==> src/rtl/spi_shift_engine_pkg.sv <==
// Shared types and helpers for the SPI-lite shift engine.
// The optional loopback port is enabled with the SPI_SHIFT_LOOPBACK_EN macro.
package spi_lite_pkg;

    localparam int SPI_DATAWIDTH_DEF = 8;

    typedef enum logic [1:0] {
        ST_IDLE  = 2'd0,
        ST_SHIFT = 2'd1,
        ST_DONE  = 2'd2
    } state_e;

    // A zero or oversized character length means a full-width character.
    function automatic int unsigned eff_len(input int unsigned len, input int unsigned width);
        return ((len == 0) || (len > width)) ? width : len;
    endfunction

endpackage

==> src/rtl/spi_shift_engine_if.sv <==
// Register-block side bus of the SPI shift engine: control, TX/RX words, ticks and serial lines.
interface spi_shift_engine_if
    import spi_lite_pkg::*;
#(
    parameter int DATAWIDTH = SPI_DATAWIDTH_DEF
) ();
    localparam int CNTW = $clog2(DATAWIDTH + 1);

    logic                 start_i;
    logic                 abort_i;
    logic [DATAWIDTH-1:0] tx_data_i;
    logic [CNTW-1:0]      char_len_i;
    logic                 lsb_first_i;
    logic                 shift_tick_i;
    logic                 sample_tick_i;
    logic                 sdi_i;
    logic                 sdo_o;
    logic                 busy_o;
    logic                 done_o;
    logic [DATAWIDTH-1:0] rx_data_o;

    modport slave (
        input  start_i, abort_i, tx_data_i, char_len_i, lsb_first_i,
        input  shift_tick_i, sample_tick_i, sdi_i,
        output sdo_o, busy_o, done_o, rx_data_o
    );

    modport master (
        output start_i, abort_i, tx_data_i, char_len_i, lsb_first_i,
        output shift_tick_i, sample_tick_i, sdi_i,
        input  sdo_o, busy_o, done_o, rx_data_o
    );

endinterface

==> src/rtl/spi_shift_engine_bit_counter.sv <==
// Received-bit counter: cleared on transfer start, advanced per sample, flags the final sample.
module spi_bit_counter #(
    parameter int CNTW = 4
) (
    input  logic            clk_i,
    input  logic            rst_n,
    input  logic            clr_i,
    input  logic            inc_i,
    input  logic [CNTW-1:0] len_i,
    output logic [CNTW-1:0] cnt_o,
    output logic            last_o
);
    logic [CNTW-1:0] cnt_q, cnt_d;

    always_comb begin
        cnt_d = cnt_q;
        if (clr_i)
            cnt_d = '0;
        else if (inc_i)
            cnt_d = cnt_q + CNTW'(1);
    end

    always_ff @(posedge clk_i or negedge rst_n) begin
        if (!rst_n)
            cnt_q <= '0;
        else
            cnt_q <= cnt_d;
    end

    assign cnt_o  = cnt_q;
    // True while the next sample is the L-th one.
    assign last_o = (cnt_q == len_i - CNTW'(1));

endmodule

==> src/rtl/spi_shift_engine.sv <==
// Full-duplex SPI shift engine: serialises a TX word and deserialises sdi_i over a runtime length.
// Defining SPI_SHIFT_LOOPBACK_EN adds loopback_i, which samples the internal sdo_o instead of sdi_i.
module spi_shift_engine
    import spi_lite_pkg::*;
#(
    parameter int DATAWIDTH = SPI_DATAWIDTH_DEF
) (
    input  logic clk_i,
    input  logic rst_n,
`ifdef SPI_SHIFT_LOOPBACK_EN
    input  logic loopback_i,
`endif
    spi_shift_engine_if.slave bus
);
    localparam int CNTW = $clog2(DATAWIDTH + 1);

    state_e               state_q, state_d;
    logic [DATAWIDTH-1:0] tx_sr_q, tx_sr_d;
    logic [DATAWIDTH-1:0] rx_sr_q, rx_sr_d;
    logic [DATAWIDTH-1:0] rx_data_q, rx_data_d;
    logic [CNTW-1:0]      len_q, len_d;
    logic                 lsb_q, lsb_d;

    logic                 start_acc, shift_en, sample_en, last_sample, sample_bit, sdo;
    logic [CNTW-1:0]      bit_cnt;
    logic [DATAWIDTH-1:0] tx_msb_win;

    assign start_acc = (state_q == ST_IDLE)  && bus.start_i       && !bus.abort_i;
    assign shift_en  = (state_q == ST_SHIFT) && bus.shift_tick_i  && !bus.abort_i;
    assign sample_en = (state_q == ST_SHIFT) && bus.sample_tick_i && !bus.abort_i;

`ifdef SPI_SHIFT_LOOPBACK_EN
    assign sample_bit = loopback_i ? sdo : bus.sdi_i;
`else
    assign sample_bit = bus.sdi_i;
`endif

    spi_bit_counter #(.CNTW(CNTW)) u_bit_counter (
        .clk_i  (clk_i),
        .rst_n  (rst_n),
        .clr_i  (start_acc),
        .inc_i  (sample_en),
        .len_i  (len_q),
        .cnt_o  (bit_cnt),
        .last_o (last_sample)
    );

    always_ff @(posedge clk_i or negedge rst_n) begin
        if (!rst_n) begin
            state_q   <= ST_IDLE;
            tx_sr_q   <= '0;
            rx_sr_q   <= '0;
            rx_data_q <= '0;
            len_q     <= '0;
            lsb_q     <= 1'b0;
        end else begin
            state_q   <= state_d;
            tx_sr_q   <= tx_sr_d;
            rx_sr_q   <= rx_sr_d;
            rx_data_q <= rx_data_d;
            len_q     <= len_d;
            lsb_q     <= lsb_d;
        end
    end

    // Abort overrides every other transition.
    always_comb begin
        state_d = state_q;
        if (bus.abort_i) begin
            state_d = ST_IDLE;
        end else begin
            case (state_q)
                ST_IDLE:  if (start_acc) state_d = ST_SHIFT;
                ST_SHIFT: if (sample_en && last_sample) state_d = ST_DONE;
                ST_DONE:  state_d = ST_IDLE;
                default:  state_d = ST_IDLE;
            endcase
        end
    end

    always_comb begin
        tx_sr_d   = tx_sr_q;
        rx_sr_d   = rx_sr_q;
        rx_data_d = rx_data_q;
        len_d     = len_q;
        lsb_d     = lsb_q;
        if (start_acc) begin
            tx_sr_d = bus.tx_data_i;
            len_d   = CNTW'(eff_len(32'(bus.char_len_i), DATAWIDTH));
            lsb_d   = bus.lsb_first_i;
            rx_sr_d = '0;
        end
        if (shift_en)
            tx_sr_d = lsb_q ? (tx_sr_q >> 1) : (tx_sr_q << 1);
        // LSB-first places each bit at its count position; the register was cleared at start.
        if (sample_en)
            rx_sr_d = lsb_q ? (rx_sr_q | (DATAWIDTH'(sample_bit) << bit_cnt))
                            : {rx_sr_q[DATAWIDTH-2:0], sample_bit};
        // The received word is published while leaving DONE and held until the next completion.
        if ((state_q == ST_DONE) && !bus.abort_i)
            rx_data_d = rx_sr_q;
    end

    always_comb begin
        tx_msb_win = tx_sr_q >> (len_q - CNTW'(1));
        sdo        = 1'b0;
        if (state_q == ST_SHIFT)
            sdo = lsb_q ? tx_sr_q[0] : tx_msb_win[0];
        bus.sdo_o     = sdo;
        bus.busy_o    = (state_q == ST_SHIFT);
        bus.done_o    = (state_q == ST_DONE);
        bus.rx_data_o = rx_data_q;
    end

endmodule

==> src/flat_wrapper.sv <==
// flat-port wrapper written by rule: the top's interface ports become plain ports
module spi_shift_engine_flat import spi_lite_pkg::*;
#(
    parameter int DATAWIDTH = SPI_DATAWIDTH_DEF
)
  (clk_i, rst_n, bus_start_i, bus_abort_i, bus_tx_data_i, bus_char_len_i, bus_lsb_first_i, bus_shift_tick_i, bus_sample_tick_i, bus_sdi_i, bus_sdo_o, bus_busy_o, bus_done_o, bus_rx_data_o);
  spi_shift_engine_if #(.DATAWIDTH(DATAWIDTH)) bus_i ();
  input  logic clk_i;
  input  logic rst_n;
  input wire logic [$bits(bus_i.start_i)-1:0] bus_start_i;
  input wire logic [$bits(bus_i.abort_i)-1:0] bus_abort_i;
  input wire logic [$bits(bus_i.tx_data_i)-1:0] bus_tx_data_i;
  input wire logic [$bits(bus_i.char_len_i)-1:0] bus_char_len_i;
  input wire logic [$bits(bus_i.lsb_first_i)-1:0] bus_lsb_first_i;
  input wire logic [$bits(bus_i.shift_tick_i)-1:0] bus_shift_tick_i;
  input wire logic [$bits(bus_i.sample_tick_i)-1:0] bus_sample_tick_i;
  input wire logic [$bits(bus_i.sdi_i)-1:0] bus_sdi_i;
  output wire logic [$bits(bus_i.sdo_o)-1:0] bus_sdo_o;
  output wire logic [$bits(bus_i.busy_o)-1:0] bus_busy_o;
  output wire logic [$bits(bus_i.done_o)-1:0] bus_done_o;
  output wire logic [$bits(bus_i.rx_data_o)-1:0] bus_rx_data_o;
  assign bus_i.start_i = bus_start_i;
  assign bus_i.abort_i = bus_abort_i;
  assign bus_i.tx_data_i = bus_tx_data_i;
  assign bus_i.char_len_i = bus_char_len_i;
  assign bus_i.lsb_first_i = bus_lsb_first_i;
  assign bus_i.shift_tick_i = bus_shift_tick_i;
  assign bus_i.sample_tick_i = bus_sample_tick_i;
  assign bus_i.sdi_i = bus_sdi_i;
  assign bus_sdo_o = bus_i.sdo_o;
  assign bus_busy_o = bus_i.busy_o;
  assign bus_done_o = bus_i.done_o;
  assign bus_rx_data_o = bus_i.rx_data_o;
  spi_shift_engine #(.DATAWIDTH(DATAWIDTH)) u_core (.clk_i(clk_i), .rst_n(rst_n), .bus(bus_i));
endmodule
==> config.mk <==
export PLATFORM = sky130hd
export DESIGN_NAME = spi_shift_engine_flat
export DESIGN_NICKNAME = d
export VERILOG_FILES = /design/src/rtl/spi_shift_engine_pkg.sv /design/src/rtl/spi_shift_engine_if.sv /design/src/rtl/spi_shift_engine_bit_counter.sv /design/src/rtl/spi_shift_engine.sv /design/src/flat_wrapper.sv
export SDC_FILE = /design/constraint.sdc
export NUM_CORES = 1
export LEC_CHECK = 0
export CAP_MARGIN = 30
export CORE_MARGIN = 2
export CORE_UTILIZATION = 50
export DETAILED_ROUTE_END_ITERATION = 7
export PLACE_DENSITY = 0.76
export SLEW_MARGIN = 20
export SYNTH_ARGS = -nofsm -noshare
export SYNTH_HDL_FRONTEND = slang
export SYNTH_SLANG_ARGS = --single-unit
export TNS_END_PERCENT = 5
==> constraint.sdc <==
create_clock -name clk_i -period 2.1 [get_ports clk_i]
set_input_delay 0.525 -clock clk_i [delete_from_list [all_inputs] [get_ports clk_i]]
set_output_delay 0.525 -clock clk_i [all_outputs]
set_load 0.05 [all_outputs]
**Placement density heat map**

The die is cut into 7 by 7 equal tiles; white is low, dark blue is high, 0 to 100% covered.
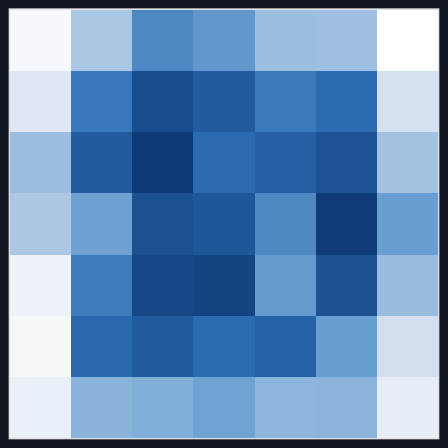
37% of the tiles are over 75% full. The fullest tile reaches 96%. The mean over all tiles is 56%. 2.0% of the tiles are nearly empty. The densest ninth of the die: center.
share of the core filled by cells before placement: 51.8%
utilization after layout: 66.9%
Core Area: 3630 um2

**Logic cells by family**

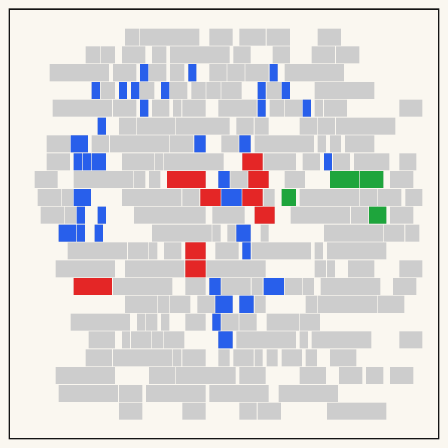
Key: and/or cells = green [cells 4, where middle right]; xor and xnor cells = red [cells 9, most used xnor2_1, where center]; nand cells = blue [cells 36, most used nand2_1]
number of non-filler instances in the completed layout: 273
leading cell type in the layout, fill and taps excluded: dfrtp_1
logic gate fraction of the total cell area: 40.0%

**Metal layers overlaid**

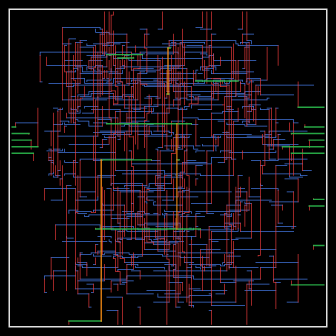
Key: M3 = green [wire length 142 um]; M1 = blue [wire length 1910 um]; M2 = red [wire length 2000 um]; M4 = orange [wire length 64.6 um]
GR Util All Layers: 21.8%
Via Count: 1537
overall routed net length: 4.11 mm

**The metal 2 layer**

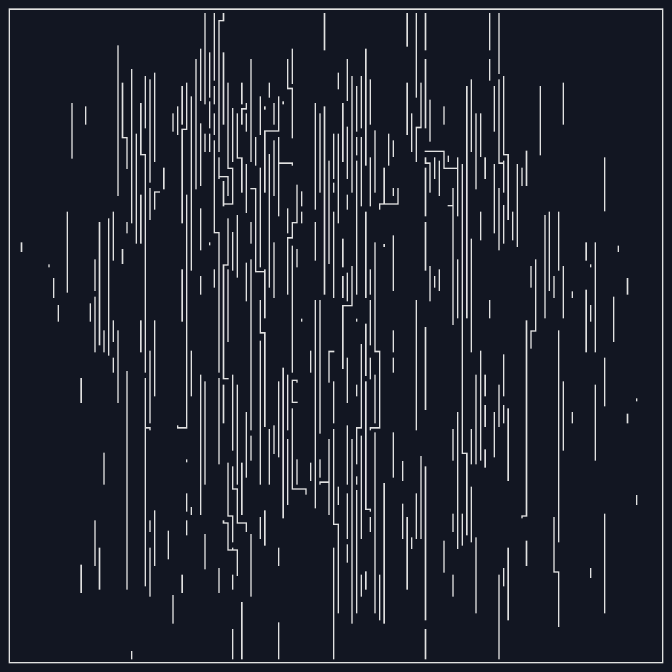
The layer holds 49% of the routed length. The wires run mostly vertical. 213 nets have wire on it. The longest straight run is 28.9 um. The layer carries 2000 um of wire.
Global Route met2 Usage: 35.8%

**Routing congestion**

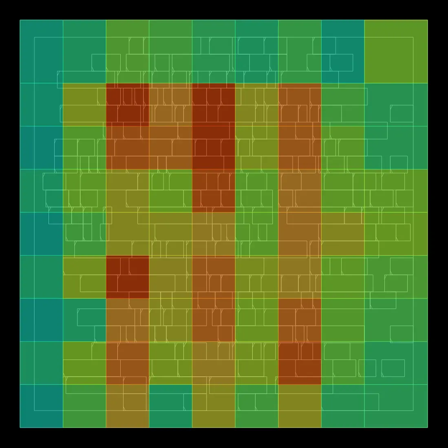
GR Layer Usage met1: 28.6%
GRT Max-Usage Layer: met2
met3 global-route usage: 4.97%
post-detailed-route wirelength per cell: 15.1 um

[per-layer routing]
layer  track usage (%)  share of wire (%)  vias to the layer above
met5                 0                  0                        -
met3              4.97                3.4                        7
li1                  -                  -                      739
met2              35.8                 49                       31
met4              7.29                1.6                        0
met1              28.6                 46                      760
[flip-flops by register name (all words and copies together) (netlist names)]
| name | count |
|---|---|
| u_core.tx_sr_q | 8 |
| u_core.state_q | 2 |
| u_core.u_bit_counter.cnt_o | 4 |
| u_core.bus.rx_data_o | 8 |
| u_core.lsb_q | 1 |
| u_core.rx_sr_q | 8 |
| u_core.len_q | 4 |
[power groups by stage]
stage	clock, W	sequential [W]	combinational (W)
after CTS	0.000594	0.000961	0.000751
after global routing	0.000630	0.000988	0.000831
after floorplan	0	0.000930	0.000495
final	0.000585	0.000967	0.000757
after detailed placement	0	0.000968	0.000686
after global placement	0	0.000957	0.000661
[metrics by stage]
| step | setup WS (ns) | instance area, um2 | TNS (ns) | power, W |
|---|---|---|---|---|
| floorplan | 0.00302 | 1890 | 0 | 0.00142 |
| global placement | 0.0533 | 2270 | 0 | 0.00162 |
| detailed placement | 0.00224 | 2270 | 0 | 0.00165 |
| CTS | -0.161 | 2430 | -0.161 | 0.00231 |
| global route | -0.260 | 2430 | -0.260 | 0.00245 |
| finish | -0.174 | 2430 | -0.174 | 0.00231 |
[cell type report]
type	count	area, um2
flip-flops and latches	35	876
inverters	2	7.51
repair buffers	45	409
clock buffers	5	68.8
well taps	48	60.1
fillers	287	1200
clock inverters	2	37.5
multi-input cells	136	972
[worst max-delay path, delay by kind of cell (launching register included)]
kind / cells / cell delay, ns
DFF: 1 / 0.38
AOI/OAI and AO/OA: 1 / 0.17
and+or+nand+nor: 2 / 0.42
xor gates and xnor gates: 1 / 0.16
buffers and inverters: 2 / 0.33
==> flow_summary.html <==
<h3>Run summary</h3>
<table>
<tr><th>Metric</th><th>Value</th></tr>
<tr><th colspan="2">Min path</th></tr>
<tr><td>Hold endpoint</td><td>u_core.bus.rx_data_o[4]</td></tr>
<tr><td>Cell depth of the worst min-delay path</td><td>1</td></tr>
<tr><td>Worst Min Path Start</td><td>u_core.bus.rx_data_o[4]</td></tr>
<tr><td>HP Class</td><td>reg -&gt; reg</td></tr>
<tr><th colspan="2">Power</th></tr>
<tr><td>Largest vdd supply drop</td><td>0.477 mV</td></tr>
<tr><td>Leakage</td><td>1.05 nW</td></tr>
<tr><td>Internal portion of total power</td><td>0.00153 W</td></tr>
<tr><td>Proportion of total power due to net switching</td><td>33.7%</td></tr>
<tr><td>Switching power of the nets</td><td>0.000778 W</td></tr>
<tr><td>Share of power burned in combinational logic</td><td>32.8%</td></tr>
<tr><td>Part of the total power dissipated in sequential elements</td><td>41.9%</td></tr>
<tr><td>Proportion of power drawn by the clock network</td><td>25.4%</td></tr>
<tr><td>Pwr/cell area</td><td>950 nW/um2</td></tr>
<tr><th colspan="2">Yosys</th></tr>
<tr><td>Share of async-settable or async-resettable flops after synthesis</td><td>100%</td></tr>
<tr><td>Synth top cell by count</td><td>dfrtp_1</td></tr>
<tr><td>Top area cells in the synthesized netlist</td><td>dfrtp_1 47%, mux2_1 4.8%, nand2_1 4.4%</td></tr>
<tr><td>Area fraction in and, or, nand and nor cells</td><td>19.4%</td></tr>
<tr><td>Share of cell area taken by muxes after synthesis</td><td>7.58%</td></tr>
<tr><td>Count of flip-flops with a built-in enable after synthesis</td><td>0</td></tr>
<tr><td>Cells in synth_stat.txt</td><td>186</td></tr>
<tr><td>Post-synthesis cell count</td><td>186</td></tr>
<tr><td>Most numerous cell types in the synthesized netlist</td><td>35 x dfrtp_1, 22 x nand2_1, 14 x nor2_1, 9 x a21oi_1</td></tr>
<tr><td>Share of the yosys chip area belonging to registers</td><td>46.6%</td></tr>
<tr><td>#FFs+latches synth</td><td>35</td></tr>
<tr><td>Average instance area after synthesis</td><td>10.1 um2</td></tr>
<tr><td>Floorplan net count</td><td>208</td></tr>
<tr><td>Area share of xor/xnor cells in the synthesized design</td><td>4.19%</td></tr>
<tr><td>Arithmetic-cell share of the synthesized area counting full adders, half adders and majority gates</td><td>1.33%</td></tr>
<tr><td>Distinct lib cells</td><td>40</td></tr>
<tr><td>Top-area cell type share of the netlist area</td><td>46.6%</td></tr>
<tr><td>Syn Std Cell Area</td><td>1880 um2</td></tr>
<tr><td>Dominant combinational cell family by area after synthesis</td><td>simple AND/OR/NAND/NOR gates</td></tr>
<tr><td>Yosys Chip Area</td><td>1880 um2</td></tr>
<tr><td>Area leader, netlist</td><td>dfrtp_1</td></tr>
<tr><td>Area fraction in compound gates after synthesis</td><td>16.2%</td></tr>
<tr><td>Commonest flop</td><td>dfrtp_1</td></tr>
<tr><td>Yosys warns</td><td>0</td></tr>
<tr><th colspan="2">Setup path</th></tr>
<tr><td>Arr. time, crit path</td><td>1.75 ns</td></tr>
<tr><td>Critical path peak fanout</td><td>4</td></tr>
<tr><td>Flop-to-flop setup slack</td><td>0.52 ns</td></tr>
<tr><td>Worst Path Required</td><td>1.57 ns</td></tr>
<tr><td>Timing startpoint of the critical path</td><td>u_core.len_q[0]</td></tr>
<tr><td>Setup crit start kind</td><td>flop</td></tr>
<tr><td>Critical Path, Cell by Cell</td><td>buf_4 -&gt; nor3_4 -&gt; xnor2_2 -&gt; nand4b_1 -&gt; o21ai_4 -&gt; buf_6</td></tr>
<tr><td>Worst setup path end</td><td>bus_sdo_o</td></tr>
<tr><td>Capture instance of the worst register-to-register path</td><td>u_core.state_q[0]</td></tr>
<tr><td>Cell depth of the worst flop-to-flop path</td><td>7</td></tr>
<tr><td>Reg-to-Reg Start</td><td>u_core.len_q[1]</td></tr>
<tr><td>Library cell contributing the largest single delay on the critical path</td><td>dfrtp_1</td></tr>
<tr><td>CP endpoint kind</td><td>primary output</td></tr>
<tr><td>Start-to-end type of the worst setup path</td><td>reg -&gt; out</td></tr>
<tr><td>Stage delay of the slowest cell on the critical path</td><td>0.38 ns</td></tr>
<tr><th colspan="2">Floorplan</th></tr>
<tr><td>Top-level I/O count</td><td>31</td></tr>
<tr><td>Die extent in x</td><td>65.3 um</td></tr>
<tr><td>Height of the die</td><td>65.3 um</td></tr>
<tr><td>Number of rows in the core area</td><td>22</td></tr>
<tr><td>Die area</td><td>4270 um2</td></tr>
<tr><th colspan="2">Timing</th></tr>
<tr><td>RSZ-0062 raised after global routing</td><td>true</td></tr>
<tr><td>Final count of negative-setup-slack endpoints</td><td>1</td></tr>
<tr><td>Setup slack of the critical path after layout</td><td>-0.174 ns</td></tr>
<tr><td>Pins over their slew limit</td><td>0</td></tr>
<tr><td>Hold_ws</td><td>0.490 ns</td></tr>
<tr><td>Upper clock frequency limit</td><td>440 MHz</td></tr>
<tr><td>Final worst path period share</td><td>108%</td></tr>
<tr><td>Final Hold Vio Count</td><td>0</td></tr>
<tr><td>Final clock skew</td><td>0.00894 ns</td></tr>
<tr><td>Final period demand of the worst path</td><td>2.27 ns</td></tr>
<tr><td>Transition at the pin with the smallest max-transition slack</td><td>0.501 ns</td></tr>
<tr><td>Relative slew margins</td><td>66.5%</td></tr>
<tr><th colspan="2">Clocking</th></tr>
<tr><td>Htree depth</td><td>2</td></tr>
<tr><td>Hold bufs inserted after CTS</td><td>0</td></tr>
<tr><td>CTS tree</td><td>yes</td></tr>
<tr><td>Count of buffers added by post-CTS timing repair for setup</td><td>1</td></tr>
<tr><td>Clk root buf</td><td>clkbuf_8</td></tr>
<tr><td>CTS buffer count</td><td>5</td></tr>
<tr><td>Total of cells resized after clock tree synthesis</td><td>8</td></tr>
<tr><td>Number of clock sinks</td><td>35</td></tr>
<tr><td>Maximum buffer depth of the clock tree</td><td>2</td></tr>
<tr><td>Clock transition at path regs</td><td>0.07 ns</td></tr>
<tr><td>Later-pin clock latency in the skew report</td><td>0.28 ns</td></tr>
<tr><th colspan="2">Detailed routing</th></tr>
<tr><td>Post-detailed-route DRC marker count</td><td>0</td></tr>
<tr><td>First-pass iteration count of the detailed router</td><td>4</td></tr>
<tr><td>Violation count after the first detailed-route iteration</td><td>83</td></tr>
<tr><td>Number of vias per cell after detailed routing</td><td>5.63</td></tr>
<tr><td>Post-route ant nets</td><td>0</td></tr>
<tr><th colspan="2">Job</th></tr>
<tr><td>Number of logged tool warnings</td><td>28</td></tr>
<tr><td>Max-cap viol count</td><td>0</td></tr>
<tr><th colspan="2">Placed design</th></tr>
<tr><td>Number of cells in the design after placement</td><td>265</td></tr>
<tr><td>Quantity of I/O buffers inserted on ports</td><td>30</td></tr>
<tr><td>Estimated wirelength of the detail-placed design</td><td>2.86 mm</td></tr>
<tr><td>Weighted congestion at the end of routability-driven global placement</td><td>0.835</td></tr>
<tr><th colspan="2">Finish</th></tr>
<tr><td>Most common logic cells in the final layout</td><td>35 x dfrtp_1, 27 x clkdlybuf4s50_1, 22 x nand2_1, 17 x buf_4, 14 x nor2_1</td></tr>
<tr><td>Net count, final</td><td>247</td></tr>
<tr><td>Share of layout cells above drive strength 1</td><td>20.4%</td></tr>
<tr><td>ANT cells</td><td>0</td></tr>
<tr><td>Layout Area Growth over Synthesis</td><td>29.3%</td></tr>
<tr><th colspan="2">Global routing</th></tr>
<tr><td>Wire length of the first global-routing pass</td><td>7.17 mm</td></tr>
<tr><td>Via count of the first global-routing pass</td><td>1520</td></tr>
<tr><td>GRT overflow</td><td>0</td></tr>
<tr><td>Number of antenna violations at the first check in global routing</td><td>0</td></tr>
<tr><td>Maximum number of pins on one net before global-route repair</td><td>36</td></tr>
<tr><th colspan="2">Outcome</th></tr>
<tr><td>Violations in the final reports</td><td>negative setup slack</td></tr>
<tr><td>Run status</td><td>finished with violations</td></tr>
</table>
No activity file was given, so power comes from the tool's default toggle rates.
